==> config.mk <==
export PLATFORM = sky130hd
export DESIGN_NAME = sw_out_arb
export DESIGN_NICKNAME = d
export VERILOG_FILES = /design/src/rtl/sw_out_arb_pkg.sv /design/src/rtl/sw_rr_pick.sv /design/src/rtl/sw_out_arb.sv
export SDC_FILE = /design/constraint.sdc
export NUM_CORES = 1
export LEC_CHECK = 0
export CORE_AREA = 2 2 70 72
export DETAILED_ROUTE_END_ITERATION = 10
export DIE_AREA = 0 0 72 74
export PLACE_DENSITY = 0.94
export REMOVE_ABC_BUFFERS = 1
export SETUP_SLACK_MARGIN = 0.05
export SLEW_MARGIN = 5
export SYNTH_ARGS = -nofsm -noshare
export SYNTH_HDL_FRONTEND = slang
export SYNTH_SLANG_ARGS = --single-unit
==> constraint.sdc <==
create_clock -name clk -period 7.7 [get_ports clk]
set_input_delay 1.54 -clock clk [delete_from_list [all_inputs] [get_ports clk]]
set_output_delay 1.54 -clock clk [all_outputs]
set_load 0.03 [all_outputs]
==> src/rtl/sw_out_arb_pkg.sv <==
// Shared switch definitions: packet width, destination field placement and
// round-robin pointer width, used by the output arbiter and its picker.
// This file carries the sw.vh packet-width macro so every file compiled after
// it sees the same `PKTW.
`ifndef PKTW
`define PKTW 16
`endif

package sw_out_arb_pkg;
  // Destination code location inside a packet word
  localparam int DEST_LSB = 0;
  localparam int DESTW    = 4;
  // Width of the stored last-grant index (supports up to 16 inputs)
  localparam int RR_PTRW  = 4;
  // Width of each per-input grant counter when statistics are built in
  localparam int STATW    = 16;
endpackage

==> src/rtl/sw_rr_pick.sv <==
// Round-robin picker: returns a one-hot grant for the first requesting index
// strictly after the last grant, wrapping to 0. Purely combinational.
module sw_rr_pick
  import sw_out_arb_pkg::*;
#(
  parameter int N = 4
) (
  input  logic [N-1:0]       i_req,
  input  logic [RR_PTRW-1:0] i_last,
  output logic [N-1:0]       o_grant,
  output logic               o_any
);

  // Scan N positions starting just after the last grant and take the first hit
  always_comb begin
    o_grant = '0;
    o_any   = 1'b0;
    for (int k = 1; k <= N; k++) begin
      if (!o_any && i_req[(int'(i_last) + k) % N]) begin
        o_grant[(int'(i_last) + k) % N] = 1'b1;
        o_any = 1'b1;
      end
    end
  end

endmodule

==> src/rtl/sw_out_arb.sv <==
// Switch output-port arbiter: pops one eligible input FIFO head per free
// output slot in round-robin order and holds it in a registered output stage.
// Optional build macro SW_ARB_STATS_EN adds per-input grant counters (pkt_cnt).
module sw_out_arb
  import sw_out_arb_pkg::*;
#(
  parameter int N_IN    = 4,
  parameter int PORT_ID = 0
) (
  input  logic                      clk,
  input  logic                      rst,
  input  logic [N_IN-1:0][`PKTW:0]  in_data,
  input  logic [N_IN-1:0]           in_empty,
  output logic [N_IN-1:0]           in_re,
  output logic [`PKTW:0]            out_data,
  output logic                      out_valid,
  input  logic                      out_ready
`ifdef SW_ARB_STATS_EN
  ,
  output logic [N_IN-1:0][STATW-1:0] pkt_cnt
`endif
);

  localparam logic [DESTW-1:0]   PORT_CODE = DESTW'(PORT_ID);
  localparam logic [RR_PTRW-1:0] LAST_RST  = RR_PTRW'(N_IN - 1);

  logic [N_IN-1:0]    w_elig;
  logic [N_IN-1:0]    w_gnt;
  logic               w_any;
  logic               w_free;
  logic [RR_PTRW-1:0] w_gidx;
  logic [`PKTW:0]     w_gdata;

  logic [RR_PTRW-1:0] r_last;
  logic [`PKTW:0]     r_data;
  logic               r_valid;

  // An input competes only if its FIFO has a head addressed to this port
  always_comb begin
    w_elig = '0;
    for (int i = 0; i < N_IN; i++) begin
      w_elig[i] = !in_empty[i] && (in_data[i][DEST_LSB +: DESTW] == PORT_CODE);
    end
  end

  // The output slot can take a new word when empty or being drained this cycle
  assign w_free = !r_valid || out_ready;

  sw_rr_pick #(
    .N (N_IN)
  ) u_pick (
    .i_req   (w_elig),
    .i_last  (r_last),
    .o_grant (w_gnt),
    .o_any   (w_any)
  );

  // Pop strobe is held off during reset so nothing is lost while the port is down
  assign in_re = (rst && w_free) ? w_gnt : '0;

  // Turn the one-hot grant into an index and the matching head word
  always_comb begin
    w_gidx  = '0;
    w_gdata = '0;
    for (int i = 0; i < N_IN; i++) begin
      if (w_gnt[i]) begin
        w_gidx  = RR_PTRW'(i);
        w_gdata = in_data[i];
      end
    end
  end

  // Output stage: load on grant, drop valid when drained with nothing to replace it
  always_ff @(posedge clk or negedge rst) begin
    if (!rst) begin
      r_valid <= 1'b0;
      r_data  <= '0;
      r_last  <= LAST_RST;
    end else if (w_free) begin
      if (w_any) begin
        r_data  <= w_gdata;
        r_valid <= 1'b1;
        r_last  <= w_gidx;
      end else begin
        r_valid <= 1'b0;
      end
    end
  end

  assign out_data  = r_data;
  assign out_valid = r_valid;

`ifdef SW_ARB_STATS_EN
  logic [N_IN-1:0][STATW-1:0] r_cnt;

  // Count grants per input; counters wrap naturally at their width
  always_ff @(posedge clk or negedge rst) begin
    if (!rst) begin
      r_cnt <= '0;
    end else begin
      for (int i = 0; i < N_IN; i++) begin
        if (in_re[i]) begin
          r_cnt[i] <= r_cnt[i] + STATW'(1);
        end
      end
    end
  end

  assign pkt_cnt = r_cnt;
`endif

endmodule

**Cell classes on the final placement**

Fill, decap, tap and diode cells in grey.
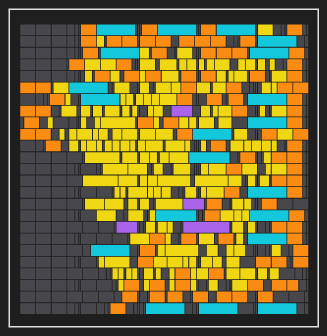
colour	class	cells	share of their area
cyan	flops	20	17%
yellow	combinational and other logic	182	47%
purple	clock drivers and dummy loads	4	2.5%
orange	other buffers and delay cells	97	34%

**Cell outlines without signal wires**

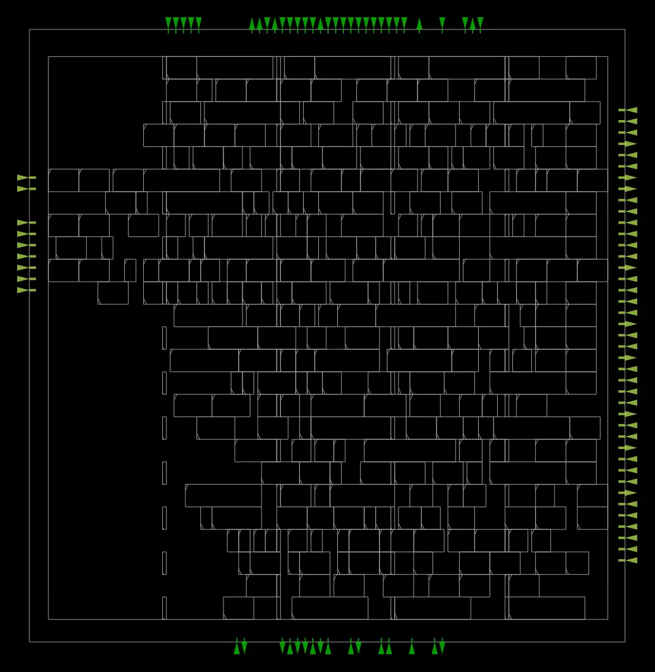
final core occ: 64.3%
num rows: 25
# Taps: 54
fin cells: 357
core footprint: 0.00460 sq mm

**Drive-strength map**

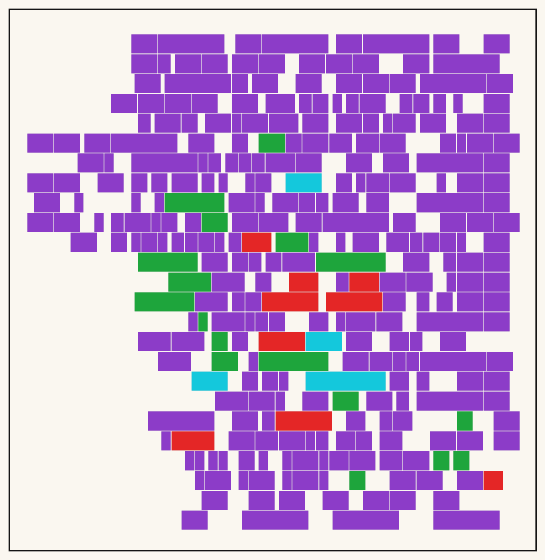
colour	size	cells
purple	_0 and _1 cells	273
green	_2 cells	17
red	_3 and _4 cells	9
cyan	_6 and larger	4

==> run_results.csv <==
group,metric,value,unit
outcome,outcome,"completed",
logic_synthesis,syn_inst,218,
drt,firstDrtPassIters,4,
layout,stdcell_area,0.00296,sq mm
layout,lay_top_cells,"clkdlybuf4s50_1 (96), nor2_1 (21), dfrtp_1 (18)",
die,die_area,0.00533,sq mm
timing,setup_viol_count_final,0,
power_and_ir_drop,peakVddDrop,0.0000833,V
logic_synthesis,avgSynthCellArea,8.87,sq um
power_and_ir_drop,power_switching,261,uW
layout,layout.cells.most_common,"clkdlybuf4s50_1",
logic_synthesis,ys_area,0.00193,sq mm
clock_tree,cts_tree,"yes",
power_and_ir_drop,p_seq,175,uW
die,die_w,72,microns
place,dp_hpwl,4760,microns
grt,antenna_found_initial,0,
worst_setup_path,endpoint_kind,"output port",
clock_tree,htree_levels,1,
min_path,holdPathEnd,"out_data[6]$_DFFE_PN0P_",
timing,finalCriticalPeriod,6.30,ns
timing,fin_hold_ws,0.540,ns
logic_synthesis,synth-seq-area-share,26.0,%
clock_tree,cts_buffers,3,
power_and_ir_drop,finalPower,647,uW
logic_synthesis,synth_cell_types,45,
timing,final_hold_viol_count,0,
place,placed_cell_area,0.00289,sq mm
place,io_buffers,96,
worst_setup_path,crit_type,"in -> out",
worst_setup_path,start_kind,"input port",
logic_synthesis,ys_cells,218,
grt,grt_max_degree,44,
drt,drc,0,
timing,skew,0.00299,ns
logic_synthesis,synthTopLogicFamily,"AND-OR/OR-AND gates",
worst_setup_path,critPathCapture,"in_re[2]",
min_path,holdPathStages,1,
logic_synthesis,synth-seq-cells,20,
place,place_worst_setup_slack,1.42,ns
flow_run,max_cap_violations,0,
flow_run,warnings,32,
power_and_ir_drop,power_density,219,mW/mm^2
worst_setup_path,r2r_setup_slack,3.85,ns
logic_synthesis,yosys.area_share.adder,5.18,%
timing,fin_setup_tns,0,ns
worst_setup_path,worstReg2RegStart,"r_last[0]$_DFFE_PN1P_",
die,ios,97,
grt,grt_pass1_vias,2138,
min_path,min_path_type,"reg -> reg",
logic_synthesis,ys_sh_simple,26.2,%
drt,wl,6330,microns
clock_tree,clk_latency,0.27,ns
power_and_ir_drop,clock_power,110,uW
clock_tree,cts.sinks,20,
layout,final_nets,387,
drt,viasPerCell,5.99,
logic_synthesis,yosys_warnings,0,
drt,wl_per_cell,17.7,microns
timing,tightestPinTransition,0.973,ns
logic_synthesis,xor_share,0,%
drt,num_vias,2139,
logic_synthesis,synth_area,0.00193,sq mm
timing,max-slew-margin-rel,35.0,%
worst_setup_path,r2r_end,"out_data[16]$_DFFE_PN0P_",
==> cell usage after synthesis (all sizes together) <==
library cell	count	area, sq um
nor2	23	96.4
dfrtp	18	450
a221o	16	160
nand2	15	56.3
o21ai	13	65.1
a31oi	12	90.1
nand3	12	70.1
and2	11	68.8
clkbuf	9	33.8
ha	8	100
inv	8	30.0
o2111ai	8	70.1
buf	7	60.1
a21oi	6	30.0
or2	6	37.5
nor3	5	35.0
o2111a	5	56.3
and3	4	35.0
o211ai	4	30.0
o32a	4	40.0
and4	3	26.3
mux4	3	67.6
nand2b	3	18.8
dfstp	2	52.6
mux2i	2	20.0
nor4	2	42.5
a21boi	1	7.51
nand4	1	6.26
nor2b	1	6.26
o22a	1	17.5
o22ai	1	12.5
o311ai	1	8.76
o31ai	1	7.51
o32ai	1	16.3
or4	1	7.51
==> layout make-up <==
cell class,instances,area [sq um]
Multi-Input combinational cell,174,1320
Clock inverter,1,30.0
Inverter,8,30.0
Fill cell,371,1640
Sequential cell,20,503
Timing Repair Buffer,97,968
Tap cell,54,67.6
Clock buffer,3,41.3
==> flip-flops by register name, indices dropped and copies added, names as in the netlist <==
signal / flops
out_valid: 1
out_data: 17
r_last: 2
==> worst max-delay path: cells and delay by family <==
kind	cells	cell delay (ns)
compound gates	1	0.54
simple gates	5	1.42
buf+inv	2	1.11
mux	1	0.16
==> per-layer routing <==
layer  routed length (microns)  GRT usage [%]  vias up
met1                      2540           28.9     1020
met3                       433           2.98        9
met4                       111           8.18        0
met2                      3240           43.6       91
li1                          -              -     1019
met5                         0              0        -
==> cells by family after synthesis <==
kind of cell | after synthesis
AND/OR/NAND/NOR | 87
AND-OR/OR-AND | 74
buffers and inverters | 24
flip-flops | 20
adder cells (fa/ha/maj) | 8
multiplexers | 5
